--- src/rtl/console_mux_pkg.sv ---
// Shared constants and helpers for the console_mux crossbar.
package console_mux_pkg;

    localparam logic DEFAULT_IDLE_LEVEL = 1'b1;

    // Smallest selector width able to address n inputs (ceil log2, at least 1).
    function automatic int min_sel_width(input int n);
        int w;
        w = 1;
        while ((1 << w) < n) begin
            w++;
        end
        return w;
    endfunction

endpackage

--- src/rtl/console_mux_lane.sv ---
// One crossbar output: selector decode, range check and output register.
module console_mux_lane
    import console_mux_pkg::*;
#(
    parameter int   INPUT_COUNT = 4,
    parameter int   SEL_W       = 2,
    parameter logic IDLE_LEVEL  = DEFAULT_IDLE_LEVEL
) (
    input  logic                   clk,
    input  logic                   rst,
    input  logic [0:INPUT_COUNT-1] data,
    input  logic [0:SEL_W-1]       sel,
    output logic                   out_bit
);

    logic [SEL_W-1:0] sel_value;
    logic             out_next;
    logic             out_reg;

    // Leftmost selector bit is the MSB, so a plain copy gives the unsigned value.
    assign sel_value = sel;

    // Out-of-range codes never match an input and fall through to the idle level.
    always_comb begin
        out_next = IDLE_LEVEL;
        for (int i = 0; i < INPUT_COUNT; i++) begin
            if (sel_value == SEL_W'(i)) begin
                out_next = data[i];
            end
        end
    end

    always_ff @(posedge clk) begin
        if (rst) begin
            out_reg <= IDLE_LEVEL;
        end else begin
            out_reg <= out_next;
        end
    end

    assign out_bit = out_reg;

endmodule

--- src/rtl/console_mux.sv ---
// Registered GPIO crossbar for console signal steering.
// Optional INPUT_SYNC_EN adds a 2-flop synchronizer on every gpios bit.
module console_mux
    import console_mux_pkg::*;
#(
    parameter int   INPUT_COUNT  = 4,
    parameter int   OUTPUT_COUNT = 4,
    parameter int   SEL_W        = 2,
    parameter logic IDLE_LEVEL   = DEFAULT_IDLE_LEVEL
) (
    input  logic                          clk,
    input  logic                          rst,
    input  logic [0:INPUT_COUNT-1]        gpios,
    input  logic [0:OUTPUT_COUNT*SEL_W-1] selectors,
    output logic [0:OUTPUT_COUNT-1]       out
);

    localparam int MIN_SEL_W = min_sel_width(INPUT_COUNT);

    if (SEL_W < MIN_SEL_W) begin : g_bad_sel_w
        $error("console_mux: SEL_W too narrow for INPUT_COUNT");
    end

    logic [0:INPUT_COUNT-1] mux_data;

`ifdef INPUT_SYNC_EN
    logic [0:INPUT_COUNT-1] sync1_reg;
    logic [0:INPUT_COUNT-1] sync2_reg;

    // Idle-level reset keeps the lanes quiet until real samples arrive.
    always_ff @(posedge clk) begin
        if (rst) begin
            sync1_reg <= {INPUT_COUNT{IDLE_LEVEL}};
            sync2_reg <= {INPUT_COUNT{IDLE_LEVEL}};
        end else begin
            sync1_reg <= gpios;
            sync2_reg <= sync1_reg;
        end
    end

    assign mux_data = sync2_reg;
`else
    assign mux_data = gpios;
`endif

    for (genvar gi = 0; gi < OUTPUT_COUNT; gi++) begin : g_lane
        console_mux_lane #(
            .INPUT_COUNT (INPUT_COUNT),
            .SEL_W       (SEL_W),
            .IDLE_LEVEL  (IDLE_LEVEL)
        ) u_lane (
            .clk     (clk),
            .rst     (rst),
            .data    (mux_data),
            .sel     (selectors[gi*SEL_W +: SEL_W]),
            .out_bit (out[gi])
        );
    end

endmodule

--- config.mk ---
export PLATFORM = sky130hd
export DESIGN_NAME = console_mux
export DESIGN_NICKNAME = d
export VERILOG_FILES = /design/src/rtl/console_mux_pkg.sv /design/src/rtl/console_mux_lane.sv /design/src/rtl/console_mux.sv
export SDC_FILE = /design/constraint.sdc
export NUM_CORES = 1
export LEC_CHECK = 0
export CORE_AREA = 2 2 39 41
export DETAILED_ROUTE_END_ITERATION = 16
export DIE_AREA = 0 0 41 43
export PLACE_DENSITY = 0.51
export SETUP_SLACK_MARGIN = 0.15
export SYNTH_ARGS = -nofsm -noshare
export SYNTH_HDL_FRONTEND = slang
export SYNTH_SLANG_ARGS = --single-unit
--- constraint.sdc ---
create_clock -name clk -period 1 [get_ports clk]
set_clock_uncertainty 0.1 [all_clocks]
set_input_delay 0.1 -clock clk [delete_from_list [all_inputs] [get_ports clk]]
set_output_delay 0.1 -clock clk [all_outputs]
set_load 0.03 [all_outputs]
Figure 1. M1 wires.
The bar under the picture is 10 um long.
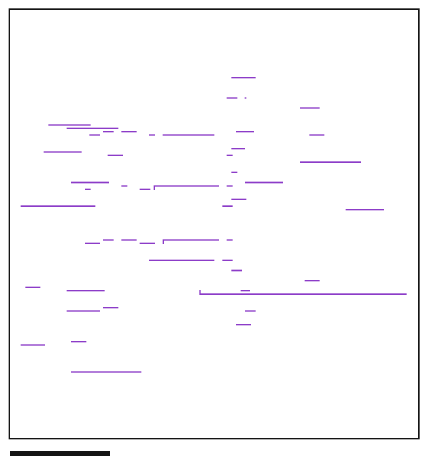
main direction: horizontal
wire length on this layer: 135 um
longest straight run: 20.7 um
share of all routed wire: 27%

Figure 2. Signal wires on met2.
The bar under the picture is 10 um long.
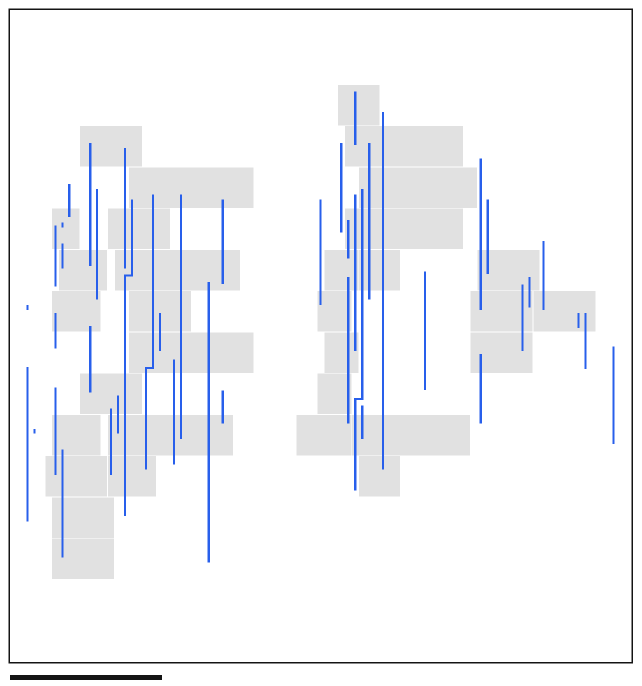
main direction: vertical
longest straight run: 23.5 um
share of all routed wire: 60%

[cell usage after synthesis]
cell	n	area (um2)
dfxtp_1	4	80.1
mux4_2	4	90.1
buf_4	4	30.0
or2_1	4	25.0
[through the flow]
step | hold slack (ps) | instances | setup slack (ps)
6_report | 144 | 48 | 122
5_1_grt | 142 | 48 | 111
4_1_cts | 140 | 48 | 120
3_5_place_dp | 430 | 45 | -508
3_3_place_gp | 431 | 45 | -500
2_1_floorplan | 99.8 | 16 | 27.1
[metal layers]
layer / track usage, % / routed length [um]
met1: 5.94 / 134
met2: 12.2 / 299
met5: 0 / 0
met3: 1.57 / 67
met4: 10.0 / 0
[final cells by class]
type	count	share of cell area [%]
sequential	4	20.4
timing repair buffer	17	41.7
clock buffer	3	5.41
multi-input combinational	8	27.6
tap	16	4.80
[logic make-up (layout without fill, tap and decap cells)]
logic type | after synthesis | after routing | synth area share [%]
muxes | 4 | 4 | 40.0
DFF | 4 | 4 | 35.6
and+or+nand+nor | 4 | 4 | 11.1
buffers and inverters | 4 | 20 | 13.3
[power by group through the flow]
stage	logic, uW	clock network (uW)	registers, uW
after global placement	142	0	179
after detailed placement	144	0	179
final	144	197	182
after global routing	155	215	182
after floorplan	79.5	0	178
after CTS	147	205	181
[path summary, 6_finish.rpt]
path	cells after the start	to	slack [ps]	from
max	3	g_lane[2].u_lane.out_bit	120	selectors[4]
min	3	g_lane[0].u_lane.out_bit	140	selectors[0]
[timing repair]
| item | CTS | global route |
|---|---|---|
| resized | 51 | 1 |
| pin swaps | 4 | 4 |
| setup endpoints to repair | 8 | 8 |
[worst min-delay path, stage by stage]
cell and delay (ps):
buf_6 70, mux4_2 190, or2_1 90
==> CHANGELOG.md <==
### Metrics

- Outcome: finished clean
- Tool Warnings: 29
- Sum Neg Setup Slack: 0 ps
- Int Pwr: 403 uW
- RSZ-0062 raised after global routing: true
- Largest delay contributor family on the critical path: multiplexers
- Fill cell count: 142
- Worst Setup Path Type: in2reg
- Post-Syn Area: 225 um2
- Routed via count: 192
- Post-detailed-route wirelength per cell: 10.4 um
- Vias per inst: 4.00
- Initial DRC count: 0
- Gp weighted congestion: 0.594
- Critical Path RT: 1010 ps
- Static Leakage: 0.000174 uW
- Most frequent cells in the layout: buf_6 (11), mux4_2 (4), or2_1 (4), dfxtp_2 (4), dlygate4sd2_1 (4)
- Max Fclk: 1140 MHz
- Post-route DRC: 0
- Logic area: 115 um2
- Row count: 14
- Die Y: 43 um
- Max clock buf depth: 2
- Max FFs per register: 4
- Fin crit period: 878 ps
- Hold buffers post-CTS: 0
- Pwr/cell area: 1260 nW/um2
- Fin area: 417 um2
- Core Util at FP: 16.3%
- Pre-antenna DRT Iters: 1
- Post-Place Cell Area: 375 um2
- Final core occ: 30.1%
- GRT overflow: 0
- Clk pwr share: 37.6%
- Critical path buffer and inverter count: 1
- CTS sink cnt: 4
Power and IR drop assume default switching activity.
